<file path="src/rtl/video_timing_gen.sv">
// Raster timing generator: h/v position counters with sync, display-enable,
// line/frame strobes and a frame counter, all registered and aligned to the position.
module video_timing_gen #(
  parameter int H_VISIBLE       = 640,
  parameter int H_FRONT         = 16,
  parameter int H_SYNC          = 96,
  parameter int H_BACK          = 48,
  parameter int V_VISIBLE       = 480,
  parameter int V_FRONT         = 10,
  parameter int V_SYNC          = 2,
  parameter int V_BACK          = 33,
  parameter bit H_SYNC_POLARITY = 1'b0,
  parameter bit V_SYNC_POLARITY = 1'b0,
  parameter int CNT_W           = 11,
  parameter int FRAME_W         = 16
) (
  input  logic               clk,
  input  logic               reset_n,
  input  logic               enable_i,
  output logic [CNT_W-1:0]   h_pos_o,
  output logic [CNT_W-1:0]   v_pos_o,
  output logic               hsync_o,
  output logic               vsync_o,
  output logic               de_o,
  output logic               line_start_o,
  output logic               frame_start_o,
  output logic [FRAME_W-1:0] frame_count_o
);

  localparam int H_TOTAL = H_VISIBLE + H_FRONT + H_SYNC + H_BACK;
  localparam int V_TOTAL = V_VISIBLE + V_FRONT + V_SYNC + V_BACK;

  if (H_VISIBLE < 1 || H_FRONT < 1 || H_SYNC < 1 || H_BACK < 1 ||
      V_VISIBLE < 1 || V_FRONT < 1 || V_SYNC < 1 || V_BACK < 1) begin : g_bad_width
    $error("video_timing_gen: every visible/porch/sync width must be at least 1");
  end
  if (H_TOTAL > (1 << CNT_W) || V_TOTAL > (1 << CNT_W)) begin : g_bad_total
    $error("video_timing_gen: H_TOTAL/V_TOTAL do not fit in CNT_W bits");
  end

  // Window bounds are one bit wider so an end bound equal to 2^CNT_W still fits.
  localparam logic [CNT_W:0]   H_LAST = (CNT_W+1)'(H_TOTAL - 1);
  localparam logic [CNT_W:0]   V_LAST = (CNT_W+1)'(V_TOTAL - 1);
  localparam logic [CNT_W:0]   H_VIS  = (CNT_W+1)'(H_VISIBLE);
  localparam logic [CNT_W:0]   V_VIS  = (CNT_W+1)'(V_VISIBLE);
  localparam logic [CNT_W:0]   HS_BEG = (CNT_W+1)'(H_VISIBLE + H_FRONT);
  localparam logic [CNT_W:0]   HS_END = (CNT_W+1)'(H_VISIBLE + H_FRONT + H_SYNC);
  localparam logic [CNT_W:0]   VS_BEG = (CNT_W+1)'(V_VISIBLE + V_FRONT);
  localparam logic [CNT_W:0]   VS_END = (CNT_W+1)'(V_VISIBLE + V_FRONT + V_SYNC);
  localparam logic [CNT_W-1:0] H_RST  = CNT_W'(H_TOTAL - 1);
  localparam logic [CNT_W-1:0] V_RST  = CNT_W'(V_TOTAL - 1);

  logic [CNT_W-1:0] h_nxt, v_nxt;
  logic [CNT_W:0]   h_ext, v_ext;
  logic             h_wrap, frame_nxt, de_nxt, hact_nxt, vact_nxt;
  logic             started;

  // Decode the next position so every registered output lines up with it.
  always_comb begin
    h_wrap = ({1'b0, h_pos_o} == H_LAST);
    h_nxt  = h_wrap ? '0 : h_pos_o + 1'b1;
    v_nxt  = v_pos_o;
    if (h_wrap) begin
      v_nxt = ({1'b0, v_pos_o} == V_LAST) ? '0 : v_pos_o + 1'b1;
    end
    h_ext     = {1'b0, h_nxt};
    v_ext     = {1'b0, v_nxt};
    de_nxt    = (h_ext < H_VIS) && (v_ext < V_VIS);
    hact_nxt  = (h_ext >= HS_BEG) && (h_ext < HS_END);
    vact_nxt  = (v_ext >= VS_BEG) && (v_ext < VS_END);
    frame_nxt = h_wrap && (v_nxt == '0);
  end

  always_ff @(posedge clk or negedge reset_n) begin
    if (!reset_n) begin
      h_pos_o       <= H_RST;
      v_pos_o       <= V_RST;
      hsync_o       <= ~H_SYNC_POLARITY;
      vsync_o       <= ~V_SYNC_POLARITY;
      de_o          <= 1'b0;
      line_start_o  <= 1'b0;
      frame_start_o <= 1'b0;
      frame_count_o <= '0;
      started       <= 1'b0;
    end else if (enable_i) begin
      h_pos_o       <= h_nxt;
      v_pos_o       <= v_nxt;
      hsync_o       <= hact_nxt ? H_SYNC_POLARITY : ~H_SYNC_POLARITY;
      vsync_o       <= vact_nxt ? V_SYNC_POLARITY : ~V_SYNC_POLARITY;
      de_o          <= de_nxt;
      line_start_o  <= h_wrap;
      frame_start_o <= frame_nxt;
      // The first frame after reset is frame 0; later frames count up.
      if (frame_nxt) begin
        if (started) frame_count_o <= frame_count_o + 1'b1;
        else         started       <= 1'b1;
      end
    end else begin
      line_start_o  <= 1'b0;
      frame_start_o <= 1'b0;
    end
  end

endmodule

</file>
<file path="config.mk">
export PLATFORM = sky130hd
export DESIGN_NAME = video_timing_gen
export DESIGN_NICKNAME = d
export VERILOG_FILES = /design/src/rtl/video_timing_gen.sv
export SDC_FILE = /design/constraint.sdc
export NUM_CORES = 1
export LEC_CHECK = 0
export CORE_MARGIN = 10
export CORE_UTILIZATION = 42
export DETAILED_ROUTE_END_ITERATION = 10
export DONT_BUFFER_PORTS = 1
export REMOVE_ABC_BUFFERS = 1
export SYNTH_ARGS = -nofsm -noshare
export SYNTH_HDL_FRONTEND = slang
export SYNTH_SLANG_ARGS = --single-unit
</file>
<file path="constraint.sdc">
create_clock -name clk -period 3.7 [get_ports clk]
set_clock_uncertainty 0.1 [all_clocks]
set_input_delay 0.74 -clock clk [delete_from_list [all_inputs] [get_ports clk]]
set_output_delay 0.74 -clock clk [all_outputs]
set_load 0.01 [all_outputs]
</file>
==> flow_metrics.tcl <==
# yosys + openroad results
set metrics [dict create \
    syn_area_um2 2589 \
    path_common_cell "or4_4" \
    synth_area_leader_cell "dfrtp_1" \
    area_leaders "dfrtp_1, dfstp_2, xor2_1, nand2_1, xnor2_1" \
    p_comb_w 0.000124 \
    crit_end "frame_count_o[1]" \
    viasPerCell 5.832 \
    ys_cells 280 \
    slew_violations 0 \
    antenna_found_initial 0 \
    die_h_um 98.51 \
    p_int_w 0.0007980 \
    netlist_instances 280 \
    holdBufCountCts 0 \
    setup_viol 0 \
    row_count 28 \
    reg2reg_to "frame_count_o[1]" \
    die_w_um 98.51 \
    top_cell "dfrtp_1" \
    async_reset_ff_share_pct 100.0 \
    critPathLaunch "h_pos_o[6]" \
    met1_length_um 2708 \
    critical_path.max_fanout 10 \
    clk_pin_slew_ps 90 \
    antenna_left 0 \
    status "complete, no violations" \
    hold_class "in -> async" \
    startpoint_type "flop" \
    yosys_area_um2 2589 \
    power_w 0.001126 \
    worstSetupEndpointType "flop" \
    r2r_cells 6 \
    ys_sh_xor_pct 10.15 \
    cts_root_buf "clkbuf_8" \
    crit_chain "or4_4, or3_1, o31ai_1, nand4_2, or4_4, mux2_4" \
    path_class "reg -> reg" \
    drive_above_1_share_pct 13.77 \
    ys_types 51 \
    drv_cap 0 \
    arrival_ps 3210 \
    h-tree-depth 2 \
    grt_pass1_vias 1974 \
    clock.latency.late_pin_ps 290 \
    rsz0062_at_grt "no" \
    firstDrtPassIters 4 \
    p_seq_w 0.000624 \
    fp.coreArea_um2 5956 \
    power_frac_seq_pct 55.4 \
    fin_nets 282 \
    synth.area.mux_share_pct 0.9667 \
    post_cts_resized 0 \
    cts.sinks 44 \
    finalInstanceArea_um2 2759 \
    n_antenna_cell 0 \
    ff2ff_setup_slack_ps 560 \
    setup_ws_ps 563.5 \
    powerDensity_nw_per_um2 408.1 \
    swShare_pct 29.13 \
    synthTopCellsByCount "dfrtp_1, nand2_1, xor2_1, nor2_1" \
    fin_crit_ps 3137 \
    p_sw_w 0.0003280 \
    wl_met2_um 2929 \
    cts_buffer_depth 2 \
    compound_area_share_pct 12.47 \
    met3_usage_pct 4.888 \
    gp_congestion 0.8361 \
    dp.cells 343 \
    cp.required_ps 3780 \
    logic_family "simple AND/OR/NAND/NOR gates" \
    fmax_mhz 318.8 \
    postCtsSetupBuffers 0 \
    met1_usage_pct 16.38 \
    dp_slack_ps 575.7 \
    synth.avg_cell_area_um2 9.245 \
]
==> cell type report <==
type / instances / area, µm²
inverter: 9 / 33.78
tap: 75 / 93.84
fill: 582 / 3197
clock buffer: 5 / 68.82
clock inverter: 3 / 47.55
timing repair buffer: 5 / 37.54
multi-input combinational: 210 / 1361
sequential: 44 / 1116
==> metrics by stage <==
step,hold WS (ps),utilization [%]
after floorplan,344.4,-
after global placement,346.7,44.37
after detailed placement,346.5,44.37
after CTS,13.75,46.32
after global routing,6.092,46.32
final,27.04,46.32
==> state kept, by name, summed over array words and instances, names as in the netlist <==
name and count:
frame_count_o 16, h_pos_o 11, v_pos_o 11, de_o 1, frame_start_o 1, hsync_o 1, line_start_o 1, started 1
vsync_o 1
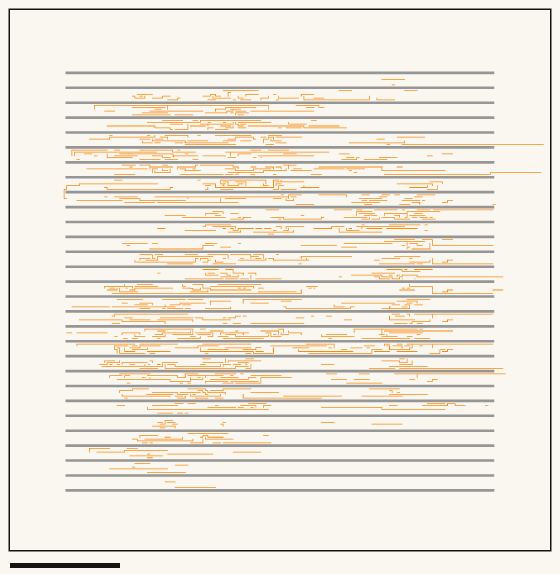
(images/layer_met1.png)
Bar = 20 µm. Supply wires on this layer in gray.
nets with wire on the layer = 268
share of all routed wire = 44%
main direction = horizontal
longest straight run = 34.5 µm
wire length on this layer = 2,710 µm

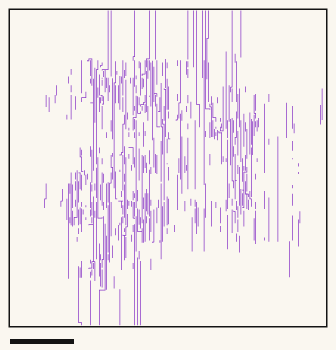
(images/layer_met2.png)
Bar = 20 µm.
share of all routed wire = 47%
longest straight run = 38.8 µm
GRT met2 Usage: 19.06%
WL final: 6210 µm
routed vias: 2,047

